met1.png
Scale: 4 px per um. Supply wires on this layer in grey. Cells faint in the background.
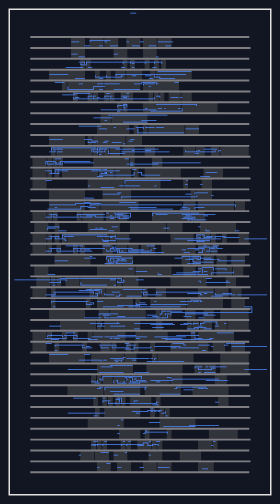
met2.png
Scale: 4 px per um.
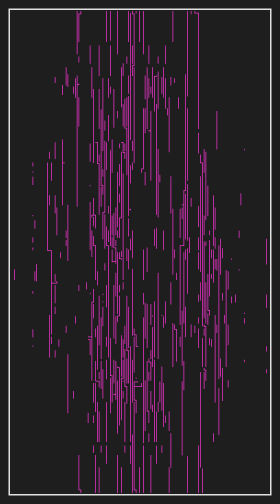
==> src/rtl/wide_cmp_seq_if.sv <==
// rtl/wide_cmp_seq_if.sv - request/result and compare-slice signal bundle for wide_cmp_seq
// Purpose: groups the controller handshake (START/A/B -> BUSY/DONE/L/E/G/ERR)
//          and the shared 4-bit slice drive/return (SA/SB/SxIN -> SL/SE/SG).
// Ports (modport slave = sequencer side):
//   in : START, A[WIDTH], B[WIDTH], SL, SE, SG
//   out: BUSY, DONE, L, E, G, ERR, SA[4], SB[4], SLIN, SEIN, SGIN
interface wide_cmp_seq_if #(
  parameter int WIDTH = 16
);
  logic             START;
  logic [WIDTH-1:0] A;
  logic [WIDTH-1:0] B;
  logic             BUSY;
  logic             DONE;
  logic             L;
  logic             E;
  logic             G;
  logic             ERR;
  logic [3:0]       SA;
  logic [3:0]       SB;
  logic             SLIN;
  logic             SEIN;
  logic             SGIN;
  logic             SL;
  logic             SE;
  logic             SG;

  modport slave (
    input  START, A, B, SL, SE, SG,
    output BUSY, DONE, L, E, G, ERR, SA, SB, SLIN, SEIN, SGIN
  );

  modport master (
    output START, A, B, SL, SE, SG,
    input  BUSY, DONE, L, E, G, ERR, SA, SB, SLIN, SEIN, SGIN
  );
endinterface

==> src/rtl/wide_cmp_seq.sv <==
// rtl/wide_cmp_seq.sv - MSB-first wide unsigned compare over one shared 4-bit cascadable slice
// Purpose: latches A/B on an accepted START, walks the nibbles MSB-first through
//          the external combinational slice, chains the slice L/E/G back into
//          its cascade inputs, and reports a held L/E/G/ERR with a DONE pulse.
// Ports:
//   CLK  - clock, rising edge
//   RST  - asynchronous active-high reset
//   bus  - wide_cmp_seq_if.slave (handshake, operands, results, slice drive/return)
module wide_cmp_seq #(
  parameter int WIDTH      = 16,
  parameter bit EARLY_EXIT = 1'b1
) (
  input  logic          CLK,
  input  logic          RST,
  wide_cmp_seq_if.slave bus
);

  localparam int NIB  = WIDTH / 4;
  localparam int IDXW = (NIB > 1) ? $clog2(NIB) : 1;
  localparam logic [IDXW-1:0] IDX_LAST = IDXW'(NIB - 1);
  localparam logic [IDXW-1:0] IDX_ONE  = IDXW'(1);

  localparam logic [1:0] S_IDLE = 2'd0;
  localparam logic [1:0] S_RUN  = 2'd1;
  localparam logic [1:0] S_FIN  = 2'd2;

  // Cascade value that makes a slice behave as the most significant one.
  localparam logic [2:0] CAS_EQ = 3'b010;

  logic [1:0]       state_q, state_d;
  logic [IDXW-1:0]  idx_q, idx_d;
  logic [WIDTH-1:0] opa_q, opa_d;
  logic [WIDTH-1:0] opb_q, opb_d;
  logic [2:0]       cas_q, cas_d;
  logic             l_q, l_d;
  logic             e_q, e_d;
  logic             g_q, g_d;
  logic             err_q, err_d;

  logic             run;
  logic [2:0]       slice_out;
  logic             one_hot;

  assign run       = (state_q == S_RUN);
  assign slice_out = {bus.SL, bus.SE, bus.SG};
  assign one_hot   = (slice_out == 3'b100) || (slice_out == 3'b010) ||
                     (slice_out == 3'b001);

  // Slice is parked at "equal, zero nibbles" whenever it is not in use.
  assign bus.SA   = run ? opa_q[{idx_q, 2'b00} +: 4] : 4'h0;
  assign bus.SB   = run ? opb_q[{idx_q, 2'b00} +: 4] : 4'h0;
  assign bus.SLIN = run ? cas_q[2] : CAS_EQ[2];
  assign bus.SEIN = run ? cas_q[1] : CAS_EQ[1];
  assign bus.SGIN = run ? cas_q[0] : CAS_EQ[0];

  assign bus.BUSY = run;
  assign bus.DONE = (state_q == S_FIN);
  assign bus.L    = l_q;
  assign bus.E    = e_q;
  assign bus.G    = g_q;
  assign bus.ERR  = err_q;

  always_comb begin
    state_d = state_q;
    idx_d   = idx_q;
    opa_d   = opa_q;
    opb_d   = opb_q;
    cas_d   = cas_q;
    l_d     = l_q;
    e_d     = e_q;
    g_d     = g_q;
    err_d   = err_q;

    case (state_q)
      S_IDLE, S_FIN: begin
        // FIN also accepts START so back-to-back requests lose no cycle.
        if (bus.START) begin
          opa_d   = bus.A;
          opb_d   = bus.B;
          idx_d   = IDX_LAST;
          cas_d   = CAS_EQ;
          l_d     = 1'b0;
          e_d     = 1'b0;
          g_d     = 1'b0;
          err_d   = 1'b0;
          state_d = S_RUN;
        end else begin
          state_d = S_IDLE;
        end
      end
      S_RUN: begin
        cas_d = slice_out;
        if (!one_hot) begin
          err_d   = 1'b1;
          l_d     = 1'b0;
          e_d     = 1'b0;
          g_d     = 1'b0;
          state_d = S_FIN;
        end else if ((idx_q == '0) || (EARLY_EXIT && !bus.SE)) begin
          // Once a nibble differs the cascade pins the answer, so lower
          // nibbles cannot change it; stopping early is purely a latency win.
          l_d     = bus.SL;
          e_d     = bus.SE;
          g_d     = bus.SG;
          state_d = S_FIN;
        end else begin
          idx_d = idx_q - IDX_ONE;
        end
      end
      default: state_d = S_IDLE;
    endcase
  end

  always_ff @(posedge CLK or posedge RST) begin
    if (RST) begin
      state_q <= S_IDLE;
      idx_q   <= IDX_LAST;
      opa_q   <= '0;
      opb_q   <= '0;
      cas_q   <= CAS_EQ;
      l_q     <= 1'b0;
      e_q     <= 1'b0;
      g_q     <= 1'b0;
      err_q   <= 1'b0;
    end else begin
      state_q <= state_d;
      idx_q   <= idx_d;
      opa_q   <= opa_d;
      opb_q   <= opb_d;
      cas_q   <= cas_d;
      l_q     <= l_d;
      e_q     <= e_d;
      g_q     <= g_d;
      err_q   <= err_d;
    end
  end

endmodule

==> src/flat_wrapper.sv <==
// flat-port wrapper written by rule: the top's interface ports become plain ports
module wide_cmp_seq_flat 
#(
  parameter int WIDTH      = 16,
  parameter bit EARLY_EXIT = 1'b1
)
  (CLK, RST, bus_START, bus_A, bus_B, bus_SL, bus_SE, bus_SG, bus_BUSY, bus_DONE, bus_L, bus_E, bus_G, bus_ERR, bus_SA, bus_SB, bus_SLIN, bus_SEIN, bus_SGIN);
  wide_cmp_seq_if #(.WIDTH(WIDTH)) bus_i ();
  input  logic CLK;
  input  logic RST;
  input wire logic [$bits(bus_i.START)-1:0] bus_START;
  input wire logic [$bits(bus_i.A)-1:0] bus_A;
  input wire logic [$bits(bus_i.B)-1:0] bus_B;
  input wire logic [$bits(bus_i.SL)-1:0] bus_SL;
  input wire logic [$bits(bus_i.SE)-1:0] bus_SE;
  input wire logic [$bits(bus_i.SG)-1:0] bus_SG;
  output wire logic [$bits(bus_i.BUSY)-1:0] bus_BUSY;
  output wire logic [$bits(bus_i.DONE)-1:0] bus_DONE;
  output wire logic [$bits(bus_i.L)-1:0] bus_L;
  output wire logic [$bits(bus_i.E)-1:0] bus_E;
  output wire logic [$bits(bus_i.G)-1:0] bus_G;
  output wire logic [$bits(bus_i.ERR)-1:0] bus_ERR;
  output wire logic [$bits(bus_i.SA)-1:0] bus_SA;
  output wire logic [$bits(bus_i.SB)-1:0] bus_SB;
  output wire logic [$bits(bus_i.SLIN)-1:0] bus_SLIN;
  output wire logic [$bits(bus_i.SEIN)-1:0] bus_SEIN;
  output wire logic [$bits(bus_i.SGIN)-1:0] bus_SGIN;
  assign bus_i.START = bus_START;
  assign bus_i.A = bus_A;
  assign bus_i.B = bus_B;
  assign bus_i.SL = bus_SL;
  assign bus_i.SE = bus_SE;
  assign bus_i.SG = bus_SG;
  assign bus_BUSY = bus_i.BUSY;
  assign bus_DONE = bus_i.DONE;
  assign bus_L = bus_i.L;
  assign bus_E = bus_i.E;
  assign bus_G = bus_i.G;
  assign bus_ERR = bus_i.ERR;
  assign bus_SA = bus_i.SA;
  assign bus_SB = bus_i.SB;
  assign bus_SLIN = bus_i.SLIN;
  assign bus_SEIN = bus_i.SEIN;
  assign bus_SGIN = bus_i.SGIN;
  wide_cmp_seq #(.WIDTH(WIDTH), .EARLY_EXIT(EARLY_EXIT)) u_core (.CLK(CLK), .RST(RST), .bus(bus_i));
endmodule
==> config.mk <==
export PLATFORM = sky130hd
export DESIGN_NAME = wide_cmp_seq_flat
export DESIGN_NICKNAME = d
export VERILOG_FILES = /design/src/rtl/wide_cmp_seq_if.sv /design/src/rtl/wide_cmp_seq.sv /design/src/flat_wrapper.sv
export SDC_FILE = /design/constraint.sdc
export NUM_CORES = 1
export LEC_CHECK = 0
export CAP_MARGIN = 40
export CORE_AREA = 5 5 60 116
export DETAILED_ROUTE_END_ITERATION = 6
export DIE_AREA = 0 0 65 121
export PLACE_DENSITY = 0.67
export SETUP_SLACK_MARGIN = 0.1
export SLEW_MARGIN = 30
export SYNTH_ARGS = -nofsm -noshare
export SYNTH_HDL_FRONTEND = slang
export SYNTH_SLANG_ARGS = --single-unit
==> constraint.sdc <==
create_clock -name CLK -period 1.6 [get_ports CLK]
set_input_delay 0.24 -clock CLK [delete_from_list [all_inputs] [get_ports CLK]]
set_output_delay 0.24 -clock CLK [all_outputs]
set_load 0.05 [all_outputs]
==> impl_metrics.toml <==
# yosys + openroad results
[critical_path]
crit_path_end = "bus_SB[0]"
slowest_delay_ps = 600
r2r_slack_ps = -240
critPathArrivalTime_ps = 1810
cp_num_cells = 4
cp_max_fo = 4
r2r-start = "u_core.idx_q[0]$_DFFE_PP1P_"
cpLargestDelayFamily = "flip-flops"
cp-end-kind = "output pin"
critPathKind = "register to output pin"
worstPathCellList = "buf_4 > mux4_2 > and2_4 > buf_6"

[final_layout]
drive_gt1_share_pct = 29.4
fin_cells = 345
final_area_um2 = 3070
mostFrequentLayoutCells = "nand2_1, dfrtp_1, clkdlybuf4s50_1"
fin_nets = 320
nFillCells = 530

[drt]
antenna_left = 0
dr.pass1.iters = 4
maxUsedRoutingLayer = "met4"
wl_met2_mm = 2.74
drt-met1-wl_mm = 1.79
drt_drc_violations_left = 0

[placed_design]
placed_cells_incl_taps = 328
io_buffers = 54
place_hpwl_mm = 3.48

[power]
seqPwrFrac_pct = 42.5
p_clk_share_pct = 31.2
combPwrFrac_pct = 26.4
power.net_switching_w = 0.000877
peakVddDrop_v = 0.000692
p_per_area_nw_per_um2 = 1010

[floorplanning]
core_um2 = 5960
die_h_um = 121

[min_path]
hold_class = "input pin to async pin"

[yosys]
synth_stat.cells = 206
synth_top_area_share_pct = 49.4
synth-async-reset-ratio_pct = 100
netlist_top_cells_count = "nand2_1, dfrtp_1, and2_1"
ys_ff = 43

[grt]
grt_max_degree = 44
use_met3_pct = 2.41

[clock_network]
htreeDepth = 2
clock_sinks = 43
cts_resized = 17
cts_tree = "yes"
clockRootBuffer = "clkbuf_16"
postCtsSetupBuffers = 7

[outcome]
status = "finished with violations"
failed_checks = "setup timing"

[sta]
setup_viol = 11
setup_ws_ps = -448
tns_ps = -3900
whs_ps = 297
About met1.png:
270 nets have wire on it. The layer holds 37% of the routed length. The longest straight run is 23.0 um. The layer carries 1790 um of wire. The wires run mostly horizontal.
WL final: 4.83 mm
GR met1 Demand/Resource: 14.2%
vias after detailed routing: 1637

About met2.png:
The longest straight run is 40.8 um. The wires run mostly vertical. 266 nets have wire on it.
met2 GRT Util: 23.0%

## power groups by stage
stage                     Sequential, W  Clock (W)  Combinational (W)
after detailed placement        0.00134          0           0.000752
final                           0.00132   0.000969           0.000820
after CTS                       0.00132    0.00101           0.000808
after global routing            0.00134    0.00104           0.000888
after global placement          0.00133          0           0.000737
after floorplan                 0.00133          0           0.000458
## layout make-up
class / count / area [um2] / share of cell area (%)
Clock buffer: 6 / 129 / 4.20
Clock inverter: 2 / 12.5 / 0.408
Inverter: 6 / 32.5 / 1.06
Multi-Input combinational cell: 145 / 903 / 29.5
Sequential cell: 43 / 1080 / 35.3
Tap cell: 63 / 78.8 / 2.57
Timing Repair Buffer: 79 / 821 / 26.8
Timing Repair inverter: 1 / 8.76 / 0.286
No activity file was given, so power comes from the tool's default toggle rates.
